$ cat src/rtl/regfile_wb_arbiter_pkg.sv
// Shared definitions for the register-file write-back scheduler.
// Holds the data/index widths, the requester encoding used by the
// round-robin arbiter, the x0 index and a small x0 test helper.
package regfile_pkg;

  localparam int XLEN      = 32;
  localparam int NREG      = 32;
  localparam int REG_IDX_W = 5;

  // Requester encoding; last_grant resets to REQ_MEM so the ALU wins the first tie.
  typedef enum logic {
    REQ_ALU = 1'b0,
    REQ_MEM = 1'b1
  } req_e;

  localparam logic [REG_IDX_W-1:0] X0_IDX = 5'd0;

  // x0 is hard-wired to zero: writes to it are dropped and it is never busy.
  function automatic logic is_x0(input logic [REG_IDX_W-1:0] idx);
    return (idx == X0_IDX);
  endfunction

endpackage

$ cat src/rtl/regfile_wb_arbiter_if.sv
// Bus bundle for regfile_wb_arbiter.
// Groups the ALU and load write-back handshakes, the decode issue/query
// signals, and the register-file write port (A3/WD3/WE3).
// master: the environment (execute/memory stages, decode, register file).
// slave : the write-back scheduler itself.
// With REGFILE_WB_BYPASS_EN defined, fwd1/fwd2 and their data are added.
interface regfile_wb_arbiter_if;
  import regfile_pkg::*;

  logic                 alu_valid;
  logic                 alu_ready;
  logic [REG_IDX_W-1:0] alu_rd;
  logic [XLEN-1:0]      alu_data;
  logic                 mem_valid;
  logic                 mem_ready;
  logic [REG_IDX_W-1:0] mem_rd;
  logic [XLEN-1:0]      mem_data;
  logic                 iss_valid;
  logic [REG_IDX_W-1:0] iss_rd;
  logic [REG_IDX_W-1:0] rs1;
  logic [REG_IDX_W-1:0] rs2;
  logic                 busy1;
  logic                 busy2;
  logic [REG_IDX_W-1:0] A3;
  logic [XLEN-1:0]      WD3;
  logic                 WE3;
`ifdef REGFILE_WB_BYPASS_EN
  logic                 fwd1;
  logic                 fwd2;
  logic [XLEN-1:0]      fwd1_data;
  logic [XLEN-1:0]      fwd2_data;
`endif

  modport master (
    output alu_valid, alu_rd, alu_data,
    output mem_valid, mem_rd, mem_data,
    output iss_valid, iss_rd, rs1, rs2,
    input  alu_ready, mem_ready, busy1, busy2, A3, WD3, WE3
`ifdef REGFILE_WB_BYPASS_EN
    , input fwd1, fwd2, fwd1_data, fwd2_data
`endif
  );

  modport slave (
    input  alu_valid, alu_rd, alu_data,
    input  mem_valid, mem_rd, mem_data,
    input  iss_valid, iss_rd, rs1, rs2,
    output alu_ready, mem_ready, busy1, busy2, A3, WD3, WE3
`ifdef REGFILE_WB_BYPASS_EN
    , output fwd1, fwd2, fwd1_data, fwd2_data
`endif
  );

endinterface

$ cat src/rtl/regfile_wb_arbiter_wb_scoreboard.sv
// wb_scoreboard: pending-write tracker for RAW hazard stalls.
// Ports: clk, rst (async active-low); iss_valid_i/iss_rd_i set a pending bit;
// we3_i/a3_i clear it on the register-file write edge; rs1_i/rs2_i are looked
// up into busy1_o/busy2_o. With REGFILE_WB_BYPASS_EN defined, wd3_i feeds the
// fwd1_o/fwd2_o forwarding outputs and busy is suppressed while forwarding.
module wb_scoreboard
  import regfile_pkg::*;
(
  input  logic                 clk,
  input  logic                 rst,
  input  logic                 iss_valid_i,
  input  logic [REG_IDX_W-1:0] iss_rd_i,
  input  logic                 we3_i,
  input  logic [REG_IDX_W-1:0] a3_i,
`ifdef REGFILE_WB_BYPASS_EN
  input  logic [XLEN-1:0]      wd3_i,
  output logic                 fwd1_o,
  output logic                 fwd2_o,
  output logic [XLEN-1:0]      fwd1_data_o,
  output logic [XLEN-1:0]      fwd2_data_o,
`endif
  input  logic [REG_IDX_W-1:0] rs1_i,
  input  logic [REG_IDX_W-1:0] rs2_i,
  output logic                 busy1_o,
  output logic                 busy2_o
);

  logic [NREG-1:0] pend_q, pend_d;
  logic [NREG-1:0] set_s, clr_s;
`ifdef REGFILE_WB_BYPASS_EN
  // pend_new marks a second producer issued while an older write to the same
  // register is still outstanding; the older write must not release it.
  logic [NREG-1:0] pend_new_q, pend_new_d;
`endif

  // Set/clear masks and next pending state; a set always beats a same-cycle clear
  always_comb begin
    set_s = {NREG{1'b0}};
    clr_s = {NREG{1'b0}};
    if (iss_valid_i && !is_x0(iss_rd_i)) begin
      set_s[iss_rd_i] = 1'b1;
    end else begin
      set_s = {NREG{1'b0}};
    end
    if (we3_i) begin
      clr_s[a3_i] = 1'b1;
    end else begin
      clr_s = {NREG{1'b0}};
    end
`ifdef REGFILE_WB_BYPASS_EN
    pend_new_d = (pend_new_q & ~clr_s) | (set_s & pend_q & ~clr_s);
    pend_d     = (pend_q & ~(clr_s & ~pend_new_q)) | set_s;
`else
    pend_d     = (pend_q & ~clr_s) | set_s;
`endif
  end

  // Pending-write state registers
  always_ff @(posedge clk or negedge rst) begin
    if (!rst) begin
      pend_q <= {NREG{1'b0}};
`ifdef REGFILE_WB_BYPASS_EN
      pend_new_q <= {NREG{1'b0}};
`endif
    end else begin
      pend_q <= pend_d;
`ifdef REGFILE_WB_BYPASS_EN
      pend_new_q <= pend_new_d;
`endif
    end
  end

  // Source-operand hazard lookup (and forwarding from the write stage)
  always_comb begin
    busy1_o = pend_q[rs1_i] && !is_x0(rs1_i);
    busy2_o = pend_q[rs2_i] && !is_x0(rs2_i);
`ifdef REGFILE_WB_BYPASS_EN
    fwd1_o      = we3_i && (a3_i == rs1_i) && !is_x0(rs1_i);
    fwd2_o      = we3_i && (a3_i == rs2_i) && !is_x0(rs2_i);
    fwd1_data_o = fwd1_o ? wd3_i : {XLEN{1'b0}};
    fwd2_data_o = fwd2_o ? wd3_i : {XLEN{1'b0}};
    if (fwd1_o && !pend_new_q[rs1_i]) begin
      busy1_o = 1'b0;
    end else begin
      busy1_o = pend_q[rs1_i] && !is_x0(rs1_i);
    end
    if (fwd2_o && !pend_new_q[rs2_i]) begin
      busy2_o = 1'b0;
    end else begin
      busy2_o = pend_q[rs2_i] && !is_x0(rs2_i);
    end
`endif
  end

endmodule

$ cat src/rtl/regfile_wb_arbiter.sv
// regfile_wb_arbiter: write-back scheduler for the single-write-port 32x32
// register file. Round-robin arbitrates ALU and load results onto A3/WD3/WE3
// (registered, latency 1) and hosts the pending-write scoreboard.
// Ports: clk (rising edge), rst (async active-low), bus (slave modport of
// regfile_wb_arbiter_if). Optional feature macro: REGFILE_WB_BYPASS_EN adds
// write-stage forwarding (fwd1/fwd2) and busy suppression.
module regfile_wb_arbiter
  import regfile_pkg::*;
(
  input  logic                 clk,
  input  logic                 rst,
  regfile_wb_arbiter_if.slave  bus
);

  req_e                 last_grant_q, last_grant_d;
  logic                 grant_alu_s, grant_mem_s;
  logic [REG_IDX_W-1:0] a3_q, a3_d;
  logic [XLEN-1:0]      wd3_q, wd3_d;
  logic                 we3_q, we3_d;

  // Round-robin grant and next-state of the write stage
  always_comb begin
    grant_alu_s  = 1'b0;
    grant_mem_s  = 1'b0;
    last_grant_d = last_grant_q;
    a3_d         = a3_q;
    wd3_d        = wd3_q;
    we3_d        = 1'b0;
    if (bus.alu_valid && bus.mem_valid) begin
      if (last_grant_q == REQ_MEM) begin
        grant_alu_s = 1'b1;
      end else begin
        grant_mem_s = 1'b1;
      end
    end else if (bus.alu_valid) begin
      grant_alu_s = 1'b1;
    end else if (bus.mem_valid) begin
      grant_mem_s = 1'b1;
    end else begin
      grant_alu_s = 1'b0;
      grant_mem_s = 1'b0;
    end
    // x0 writes are accepted but never reach the file
    if (grant_alu_s) begin
      last_grant_d = REQ_ALU;
      a3_d         = bus.alu_rd;
      wd3_d        = bus.alu_data;
      we3_d        = !is_x0(bus.alu_rd);
    end else if (grant_mem_s) begin
      last_grant_d = REQ_MEM;
      a3_d         = bus.mem_rd;
      wd3_d        = bus.mem_data;
      we3_d        = !is_x0(bus.mem_rd);
    end else begin
      we3_d        = 1'b0;
    end
  end

  // Arbiter history and register-file write stage
  always_ff @(posedge clk or negedge rst) begin
    if (!rst) begin
      last_grant_q <= REQ_MEM;
      a3_q         <= 5'd0;
      wd3_q        <= {XLEN{1'b0}};
      we3_q        <= 1'b0;
    end else begin
      last_grant_q <= last_grant_d;
      a3_q         <= a3_d;
      wd3_q        <= wd3_d;
      we3_q        <= we3_d;
    end
  end

  assign bus.alu_ready = grant_alu_s;
  assign bus.mem_ready = grant_mem_s;
  assign bus.A3        = a3_q;
  assign bus.WD3       = wd3_q;
  assign bus.WE3       = we3_q;

  wb_scoreboard u_scoreboard (
    .clk         (clk),
    .rst         (rst),
    .iss_valid_i (bus.iss_valid),
    .iss_rd_i    (bus.iss_rd),
    .we3_i       (we3_q),
    .a3_i        (a3_q),
`ifdef REGFILE_WB_BYPASS_EN
    .wd3_i       (wd3_q),
    .fwd1_o      (bus.fwd1),
    .fwd2_o      (bus.fwd2),
    .fwd1_data_o (bus.fwd1_data),
    .fwd2_data_o (bus.fwd2_data),
`endif
    .rs1_i       (bus.rs1),
    .rs2_i       (bus.rs2),
    .busy1_o     (bus.busy1),
    .busy2_o     (bus.busy2)
  );

endmodule

$ cat src/flat_wrapper.sv
// flat-port wrapper written by rule: the top's interface ports become plain ports
module regfile_wb_arbiter_flat import regfile_pkg::*;
  (clk, rst, bus_alu_valid, bus_alu_rd, bus_alu_data, bus_mem_valid, bus_mem_rd, bus_mem_data, bus_iss_valid, bus_iss_rd, bus_rs1, bus_rs2, bus_alu_ready, bus_mem_ready, bus_busy1, bus_busy2, bus_A3, bus_WD3, bus_WE3);
  regfile_wb_arbiter_if bus_i ();
  input  logic clk;
  input  logic rst;
  input wire logic [$bits(bus_i.alu_valid)-1:0] bus_alu_valid;
  input wire logic [$bits(bus_i.alu_rd)-1:0] bus_alu_rd;
  input wire logic [$bits(bus_i.alu_data)-1:0] bus_alu_data;
  input wire logic [$bits(bus_i.mem_valid)-1:0] bus_mem_valid;
  input wire logic [$bits(bus_i.mem_rd)-1:0] bus_mem_rd;
  input wire logic [$bits(bus_i.mem_data)-1:0] bus_mem_data;
  input wire logic [$bits(bus_i.iss_valid)-1:0] bus_iss_valid;
  input wire logic [$bits(bus_i.iss_rd)-1:0] bus_iss_rd;
  input wire logic [$bits(bus_i.rs1)-1:0] bus_rs1;
  input wire logic [$bits(bus_i.rs2)-1:0] bus_rs2;
  output wire logic [$bits(bus_i.alu_ready)-1:0] bus_alu_ready;
  output wire logic [$bits(bus_i.mem_ready)-1:0] bus_mem_ready;
  output wire logic [$bits(bus_i.busy1)-1:0] bus_busy1;
  output wire logic [$bits(bus_i.busy2)-1:0] bus_busy2;
  output wire logic [$bits(bus_i.A3)-1:0] bus_A3;
  output wire logic [$bits(bus_i.WD3)-1:0] bus_WD3;
  output wire logic [$bits(bus_i.WE3)-1:0] bus_WE3;
  assign bus_i.alu_valid = bus_alu_valid;
  assign bus_i.alu_rd = bus_alu_rd;
  assign bus_i.alu_data = bus_alu_data;
  assign bus_i.mem_valid = bus_mem_valid;
  assign bus_i.mem_rd = bus_mem_rd;
  assign bus_i.mem_data = bus_mem_data;
  assign bus_i.iss_valid = bus_iss_valid;
  assign bus_i.iss_rd = bus_iss_rd;
  assign bus_i.rs1 = bus_rs1;
  assign bus_i.rs2 = bus_rs2;
  assign bus_alu_ready = bus_i.alu_ready;
  assign bus_mem_ready = bus_i.mem_ready;
  assign bus_busy1 = bus_i.busy1;
  assign bus_busy2 = bus_i.busy2;
  assign bus_A3 = bus_i.A3;
  assign bus_WD3 = bus_i.WD3;
  assign bus_WE3 = bus_i.WE3;
  regfile_wb_arbiter u_core (.clk(clk), .rst(rst), .bus(bus_i));
endmodule
$ cat config.mk
export PLATFORM = sky130hd
export DESIGN_NAME = regfile_wb_arbiter_flat
export DESIGN_NICKNAME = d
export VERILOG_FILES = /design/src/rtl/regfile_wb_arbiter_pkg.sv /design/src/rtl/regfile_wb_arbiter_if.sv /design/src/rtl/regfile_wb_arbiter_wb_scoreboard.sv /design/src/rtl/regfile_wb_arbiter.sv /design/src/flat_wrapper.sv
export SDC_FILE = /design/constraint.sdc
export NUM_CORES = 1
export LEC_CHECK = 0
export CAP_MARGIN = 5
export CORE_ASPECT_RATIO = 0.9
export CORE_MARGIN = 8
export CORE_UTILIZATION = 46
export DETAILED_ROUTE_END_ITERATION = 10
export PLACE_DENSITY = 0.81
export REMOVE_ABC_BUFFERS = 1
export SLEW_MARGIN = 40
export SYNTH_ARGS = -nofsm -noshare
export SYNTH_HDL_FRONTEND = slang
export SYNTH_HIERARCHICAL = 1
export SYNTH_SLANG_ARGS = --single-unit
export TNS_END_PERCENT = 10
$ cat constraint.sdc
create_clock -name clk -period 1.5 [get_ports clk]
set_input_delay 0.15 -clock clk [delete_from_list [all_inputs] [get_ports clk]]
set_output_delay 0.15 -clock clk [all_outputs]
set_load 0.02 [all_outputs]
clock_map.png
Scale: 3 px per um.
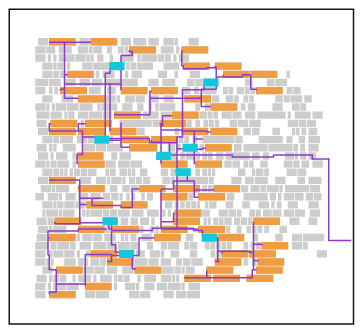
legend:
  purple:
    item: clock wires
    length: 896 um
  cyan:
    item: cells driving clock nets
    count: 9
  orange:
    item: flip-flops
    count: 70
routed clock nets: 10

final_congestion.png
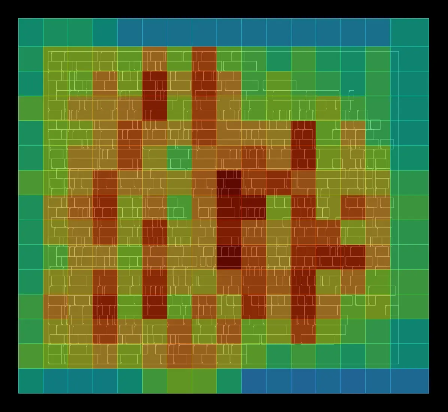
gr usage total: 23.40%
met3 Use GR: 10.97%
met1 usage: 27.28%
WL/cell: 19.65 um

met3.png
Scale: 2 px per um. Cells faint in the background.
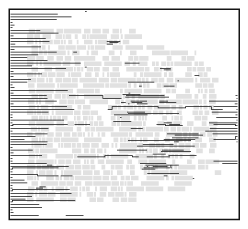
longest straight run: 34.7 um
main direction: horizontal
nets with wire on the layer: 136

==> results_dict.tcl <==
# flow metrics
set metrics [dict create \
    ys_cells 408 \
    rr_endpoint "u_core/u_scoreboard/pend_q[18]" \
    die_w_um 114.2 \
    nWellTaps 119 \
    seqCellArea_mm2 0.001755 \
    dieHeight_um 104.4 \
    ys_top_logic_family "multiplexers" \
    place_area_mm2 0.005699 \
    yosys_warnings 6 \
    worst_slack_ns -0.5376 \
    ys.flops 70 \
    grt_pass1_vias 4370 \
    synth.cellmix.compoundShare_pct 17.10 \
    m1WireLength_um 5322 \
    port_buffers 135 \
    swShare_pct 31.95 \
    cp.arrival_ns 1.89 \
    cts_setup_buffers 0 \
    crit_fanout 2 \
    top_area_cell "dfrtp_1" \
    buffer_area_share_pct 28.84 \
    clock_area_share_pct 4.482 \
    crit_cells 5 \
    detail_route.vias_per_cell 5.735 \
    fin_hold_ws_ns 0.3632 \
    final_antenna_net_count 0 \
    synth_area_mm2 0.003995 \
    slowest_stage "mux4_2" \
    rows 32 \
    fp_util_pct 47.07 \
    path_class "register to primary output" \
    grtUsageMet2_pct 36.72 \
    path_buffers 1 \
    grt_pass1_wl_um 22310 \
    ios 136 \
    tightest_slew_ns 0.4828 \
    root_buffer "clkbuf_8" \
    timing.final.crit_share_pct 135.8 \
    fin_nets 672 \
    finalSetupViolCount 2 \
    dp_hpwl_um 10310 \
    violations "setup timing" \
    n_antenna_cell 0 \
    sh_comb_area_pct 34.72 \
    p_switching_mw 2.441 \
    irDropWorstVdd_mv 0.5968 \
    max_clock_freq_ghz 0.4908 \
    ys_area_mm2 0.003995 \
    area_growth_syn_to_layout_pct 50.92 \
    wl_met2_um 6386 \
    n_clock_buffer 10 \
    cts.repair.resized 42 \
    synth_cells 408 \
    ys_sh_simple_pct 15.41 \
    status "finished, violations left" \
    utilization_pct 71.03 \
    power_frac_clock_pct 26.7 \
    clock_latency_ns 0.35 \
    crit_start "u_core/u_scoreboard/pend_q[27]" \
    yosys.area.top_type_share_pct 43.22 \
    max_slew_margin_pct 66.98 \
    cts_tree "built" \
    nNonClkBuffers 182 \
    xor_area_share_pct 0 \
    inv_count 6 \
    synth_top_flop_cell "dfrtp_1" \
]
-- registers in the layout, summed over array words and instances (netlist names) --
signal                      count
u_core/bus.A3                   5
u_core/u_scoreboard/pend_q     31
u_core/bus.WE3                  1
u_core/last_grant_q             1
u_core/bus.WD3                 32
-- cells in the mapped netlist (2+ instances only) --
library cell	count
nand2b_1	2
o22ai_1	38
a311oi_1	2
mux2_2	30
nor2_1	81
mux4_2	6
mux2_1	2
dfrtp_1	69
a2111oi_0	2
a211oi_1	2
nand2_1	10
buf_1	2
mux2i_1	12
clkbuf_1	6
or3_1	2
mux2_4	9
buf_2	8
inv_1	6
buf_4	2
nor2b_1	4
buf_6	4
or3b_2	4
nand3b_1	12
nand4_1	2
o21ai_0	63
nand3_1	9
